--- config.mk ---
export PLATFORM = sky130hd
export DESIGN_NAME = hangman_game_ctrl
export DESIGN_NICKNAME = d
export VERILOG_FILES = /design/src/rtl/hangman_pkg.sv /design/src/rtl/hangman_letter_match.sv /design/src/rtl/hangman_game_ctrl.sv
export SDC_FILE = /design/constraint.sdc
export NUM_CORES = 1
export LEC_CHECK = 0
export CORE_UTILIZATION = 36
export CTS_BUF_LIST = sky130_fd_sc_hd__clkbuf_16
export CTS_CLUSTER_DIAMETER = 50
export DETAILED_ROUTE_END_ITERATION = 6
export PLACE_DENSITY_LB_ADDON = 0.1
export SETUP_SLACK_MARGIN = 0.4
export SLEW_MARGIN = 15
export SYNTH_ARGS = -nofsm -noshare
export SYNTH_HDL_FRONTEND = slang
export SYNTH_SLANG_ARGS = --single-unit
--- constraint.sdc ---
create_clock -name clk -period 4.3 [get_ports clk]
set_input_delay 0.86 -clock clk [delete_from_list [all_inputs] [get_ports clk]]
set_output_delay 0.86 -clock clk [all_outputs]
set_load 0.05 [all_outputs]
--- src/rtl/hangman_pkg.sv ---
// Shared definitions for the hangman game controller.
//   - Letter code range of the randomizer (6'hA = 'A' .. 6'h23 = 'Z')
//   - Default display code for an unrevealed position
//   - Controller state encoding
//   - Mapping from a letter code to its bit in the 26-bit guessed vector
package hangman_pkg;

  localparam logic [5:0] LETTER_A       = 6'hA;
  localparam logic [5:0] LETTER_Z       = 6'h23;
  localparam logic [5:0] BLANK_CODE_DEF = 6'h24;
  localparam int         NUM_LETTERS    = 26;

  typedef enum logic [2:0] {
    IDLE  = 3'd0,
    PLAY  = 3'd1,
    CHECK = 3'd2,
    WIN   = 3'd3,
    LOSE  = 3'd4
  } hm_state_e;

  // Only meaningful for in-range codes; callers must check the range first.
  function automatic logic [4:0] code_to_idx(input logic [5:0] code);
    return 5'(code - LETTER_A);
  endfunction

endpackage

--- src/rtl/hangman_letter_match.sv ---
// Combinational letter comparator.
//   word_i     : the four latched letter codes, [0] = first position
//   guess_i    : guessed letter code
//   match_o    : bit i set when position i+1 holds the guessed letter
//   in_range_o : guess lies within LETTER_A..LETTER_Z
module hangman_letter_match
  import hangman_pkg::*;
(
  input  logic [3:0][5:0] word_i,
  input  logic [5:0]      guess_i,
  output logic [3:0]      match_o,
  output logic            in_range_o
);

  always_comb begin
    match_o = '0;
    for (int i = 0; i < 4; i++) begin
      match_o[i] = (word_i[i] == guess_i);
    end
  end

  assign in_range_o = (guess_i >= LETTER_A) && (guess_i <= LETTER_Z);

endmodule

--- src/rtl/hangman_game_ctrl.sv ---
// Hangman game controller.
// Latches the randomizer's four-letter word on start, accepts one guess at a
// time through a valid/ready handshake, reveals matching positions, counts
// down lives and declares win or lose.
// Ports:
//   clk, rst                 clock, asynchronous active-high reset
//   start                    begin a new game (IDLE/WIN/LOSE only)
//   word_l1..word_l4         letter codes from the randomizer
//   guess, guess_valid       guessed letter and its valid flag
//   guess_ready              high only in PLAY
//   disp1..disp4             letter if revealed (all letters in WIN/LOSE), else BLANK_CODE
//   revealed                 bit i = position i+1 revealed
//   lives                    remaining lives
//   hit, miss, repeat_g, invalid  one-cycle result pulses after a CHECK
//   win, lose                levels held until the next start or rst
//   playing                  high in PLAY or CHECK
module hangman_game_ctrl
  import hangman_pkg::*;
#(
  parameter int         MAX_LIVES  = 6,
  parameter logic [5:0] BLANK_CODE = BLANK_CODE_DEF
) (
  input  logic       clk,
  input  logic       rst,
  input  logic       start,
  input  logic [5:0] word_l1,
  input  logic [5:0] word_l2,
  input  logic [5:0] word_l3,
  input  logic [5:0] word_l4,
  input  logic [5:0] guess,
  input  logic       guess_valid,
  output logic       guess_ready,
  output logic [5:0] disp1,
  output logic [5:0] disp2,
  output logic [5:0] disp3,
  output logic [5:0] disp4,
  output logic [3:0] revealed,
  output logic [2:0] lives,
  output logic       hit,
  output logic       miss,
  output logic       repeat_g,
  output logic       invalid,
  output logic       win,
  output logic       lose,
  output logic       playing
);

  hm_state_e              state_q, state_d;
  logic [3:0][5:0]        word_q, word_d;
  logic [3:0]             revealed_q, revealed_d;
  logic [2:0]             lives_q, lives_d;
  logic [NUM_LETTERS-1:0] guessed_q, guessed_d;
  logic [5:0]             guess_q, guess_d;
  logic                   hit_q, hit_d;
  logic                   miss_q, miss_d;
  logic                   repeat_q, repeat_d;
  logic                   invalid_q, invalid_d;
  logic                   win_q, win_d;
  logic                   lose_q, lose_d;

  logic [3:0]             match;
  logic                   in_range;
  logic [4:0]             idx;
  logic [3:0][5:0]        disp_w;

  hangman_letter_match u_match (
    .word_i     (word_q),
    .guess_i    (guess_q),
    .match_o    (match),
    .in_range_o (in_range)
  );

  assign idx = code_to_idx(guess_q);

  always_ff @(posedge clk or posedge rst) begin
    if (rst) begin
      state_q    <= IDLE;
      word_q     <= '0;
      revealed_q <= '0;
      lives_q    <= '0;
      guessed_q  <= '0;
      guess_q    <= '0;
      hit_q      <= 1'b0;
      miss_q     <= 1'b0;
      repeat_q   <= 1'b0;
      invalid_q  <= 1'b0;
      win_q      <= 1'b0;
      lose_q     <= 1'b0;
    end else begin
      state_q    <= state_d;
      word_q     <= word_d;
      revealed_q <= revealed_d;
      lives_q    <= lives_d;
      guessed_q  <= guessed_d;
      guess_q    <= guess_d;
      hit_q      <= hit_d;
      miss_q     <= miss_d;
      repeat_q   <= repeat_d;
      invalid_q  <= invalid_d;
      win_q      <= win_d;
      lose_q     <= lose_d;
    end
  end

  always_comb begin
    state_d    = state_q;
    word_d     = word_q;
    revealed_d = revealed_q;
    lives_d    = lives_q;
    guessed_d  = guessed_q;
    guess_d    = guess_q;
    hit_d      = 1'b0;
    miss_d     = 1'b0;
    repeat_d   = 1'b0;
    invalid_d  = 1'b0;
    win_d      = win_q;
    lose_d     = lose_q;

    case (state_q)
      IDLE, WIN, LOSE: begin
        if (start) begin
          word_d     = {word_l4, word_l3, word_l2, word_l1};
          revealed_d = '0;
          lives_d    = 3'(MAX_LIVES);
          guessed_d  = '0;
          win_d      = 1'b0;
          lose_d     = 1'b0;
          state_d    = PLAY;
        end
      end

      PLAY: begin
        if (guess_valid) begin
          guess_d = guess;
          state_d = CHECK;
        end
      end

      CHECK: begin
        // Priority: invalid > repeat > hit > miss. The guessed vector is only
        // indexed once the code is known to be in range.
        if (!in_range) begin
          invalid_d = 1'b1;
        end else if (guessed_q[idx]) begin
          repeat_d = 1'b1;
        end else if (|match) begin
          hit_d          = 1'b1;
          revealed_d     = revealed_q | match;
          guessed_d[idx] = 1'b1;
        end else begin
          miss_d         = 1'b1;
          guessed_d[idx] = 1'b1;
          if (lives_q != 3'd0) begin
            lives_d = lives_q - 3'd1;
          end
        end

        // Decided on the post-guess values so the final hit/miss lands
        // together with win/lose.
        if (revealed_d == 4'b1111) begin
          state_d = WIN;
          win_d   = 1'b1;
        end else if (lives_d == 3'd0) begin
          state_d = LOSE;
          lose_d  = 1'b1;
        end else begin
          state_d = PLAY;
        end
      end

      default: state_d = IDLE;
    endcase
  end

  // Game over shows the whole word without touching the revealed vector.
  always_comb begin
    disp_w = '0;
    for (int i = 0; i < 4; i++) begin
      if ((state_q == WIN) || (state_q == LOSE) || revealed_q[i]) begin
        disp_w[i] = word_q[i];
      end else begin
        disp_w[i] = BLANK_CODE;
      end
    end
  end

  assign disp1       = disp_w[0];
  assign disp2       = disp_w[1];
  assign disp3       = disp_w[2];
  assign disp4       = disp_w[3];
  assign guess_ready = (state_q == PLAY);
  assign playing     = (state_q == PLAY) || (state_q == CHECK);
  assign revealed    = revealed_q;
  assign lives       = lives_q;
  assign hit         = hit_q;
  assign miss        = miss_q;
  assign repeat_g    = repeat_q;
  assign invalid     = invalid_q;
  assign win         = win_q;
  assign lose        = lose_q;

endmodule
**Metal layers overlaid**

Only two layers are drawn.
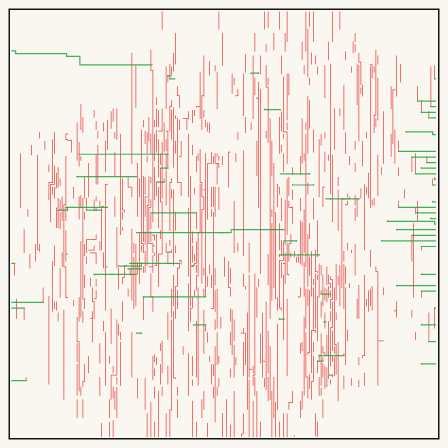
- green: met3 (wire length 388 um)
- red: met2 (wire length 4350 um)
routed via count: 3139
routed len/inst: 15.1 um

**The metal 1 layer**

Supply wires on this layer in gray.
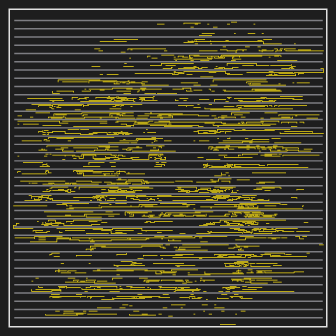
- share of all routed wire: 47%
- longest straight run: 40.5 um
- nets with wire on the layer: 462
Total Wirelength: 9410 um
met1 global-route usage: 24.6%

cells in the mapped netlist, types with 3 or more instances:
master / instances / area, sq um
sky130_fd_sc_hd__ha_1: 5 / 62.6
sky130_fd_sc_hd__dfrtp_1: 72 / 1800
sky130_fd_sc_hd__nand2_1: 81 / 304
sky130_fd_sc_hd__xor2_1: 8 / 70.1
sky130_fd_sc_hd__a31oi_1: 7 / 43.8
sky130_fd_sc_hd__inv_1: 12 / 45.0
sky130_fd_sc_hd__clkbuf_1: 12 / 45.0
sky130_fd_sc_hd__a21oi_1: 33 / 165
sky130_fd_sc_hd__xnor2_1: 16 / 140
sky130_fd_sc_hd__nand4_1: 4 / 25.0
sky130_fd_sc_hd__o21ai_0: 10 / 50.1
sky130_fd_sc_hd__buf_1: 3 / 11.3
sky130_fd_sc_hd__mux4_2: 3 / 67.6
sky130_fd_sc_hd__or2_2: 8 / 50.1
sky130_fd_sc_hd__mux2_2: 3 / 33.8
sky130_fd_sc_hd__nor2_1: 48 / 180
sky130_fd_sc_hd__nor2b_1: 18 / 113
sky130_fd_sc_hd__mux2i_1: 14 / 140
sky130_fd_sc_hd__nor3_1: 15 / 75.1
registers in the layout (all words and copies together), names as in the netlist:
name,count
hit,1
lives,3
win,1
miss,1
lose,1
guess_q,6
word_q,24
revealed,4
repeat_g,1
state_q,3
invalid,1
guessed_q,26
power by group through the flow:
stage	clock network [mW]	logic, mW	registers (mW)
after floorplan	0	1.53	1.12
after global placement	0	1.98	1.24
after detailed placement	0	2.00	1.24
after CTS	0.859	2.00	1.23
after global routing	0.882	2.22	1.27
final	0.843	2.01	1.23
==> metrics.yaml <==
finish:
  buf_share_pct: 15.7
  non_clock_buffer_count: 80
  areaGrowthSynthToFinish_pct: 32.9
  largest_cell_class: "logic gates"
synthesis:
  synth-edff-count: 0
  synth.ff_latch_count: 72
  yosys_warnings: 0
  mappedNetlistArea_sq_mm: 0.00375
  ys_sh_adder_pct: 1.67
  mappedNetlistNets: 450
clock_tree:
  clock_insertion_delay_at_the_later_pin_of_the_skew_report_ps: 330
  max-clock-path-buffers: 2
  htree_num_levels: 3
power_and_ir_drop:
  p_switching_mw: 1.80
  clkPwrFrac_pct: 20.7
  design_power_total_mw: 4.08
detailed_routing:
  routed_via_density: 5.05
  met1Wirelength_um: 4400
worst_setup_path:
  cp_slowest_stage_delay_ps: 700
  critPathSlowestCell: "sky130_fd_sc_hd__clkdlybuf4s50_1"
  start_kind: "flip-flop"
  critical_path_cell_count: 5
  critPathArrivalTime_ps: 2770
  worstSetupPathType: "reg -> out"
grt:
  grt_util_met3_pct: 4.01
status:
  outcome: "finished, final reports clean"
placed_design:
  preCtsSetupSlack_ps: 349
  number_of_port_buffers: 72
floorplan:
  io_pins: 73
sta:
  report.final.setup_viol: 0
Power and IR drop assume default switching activity.
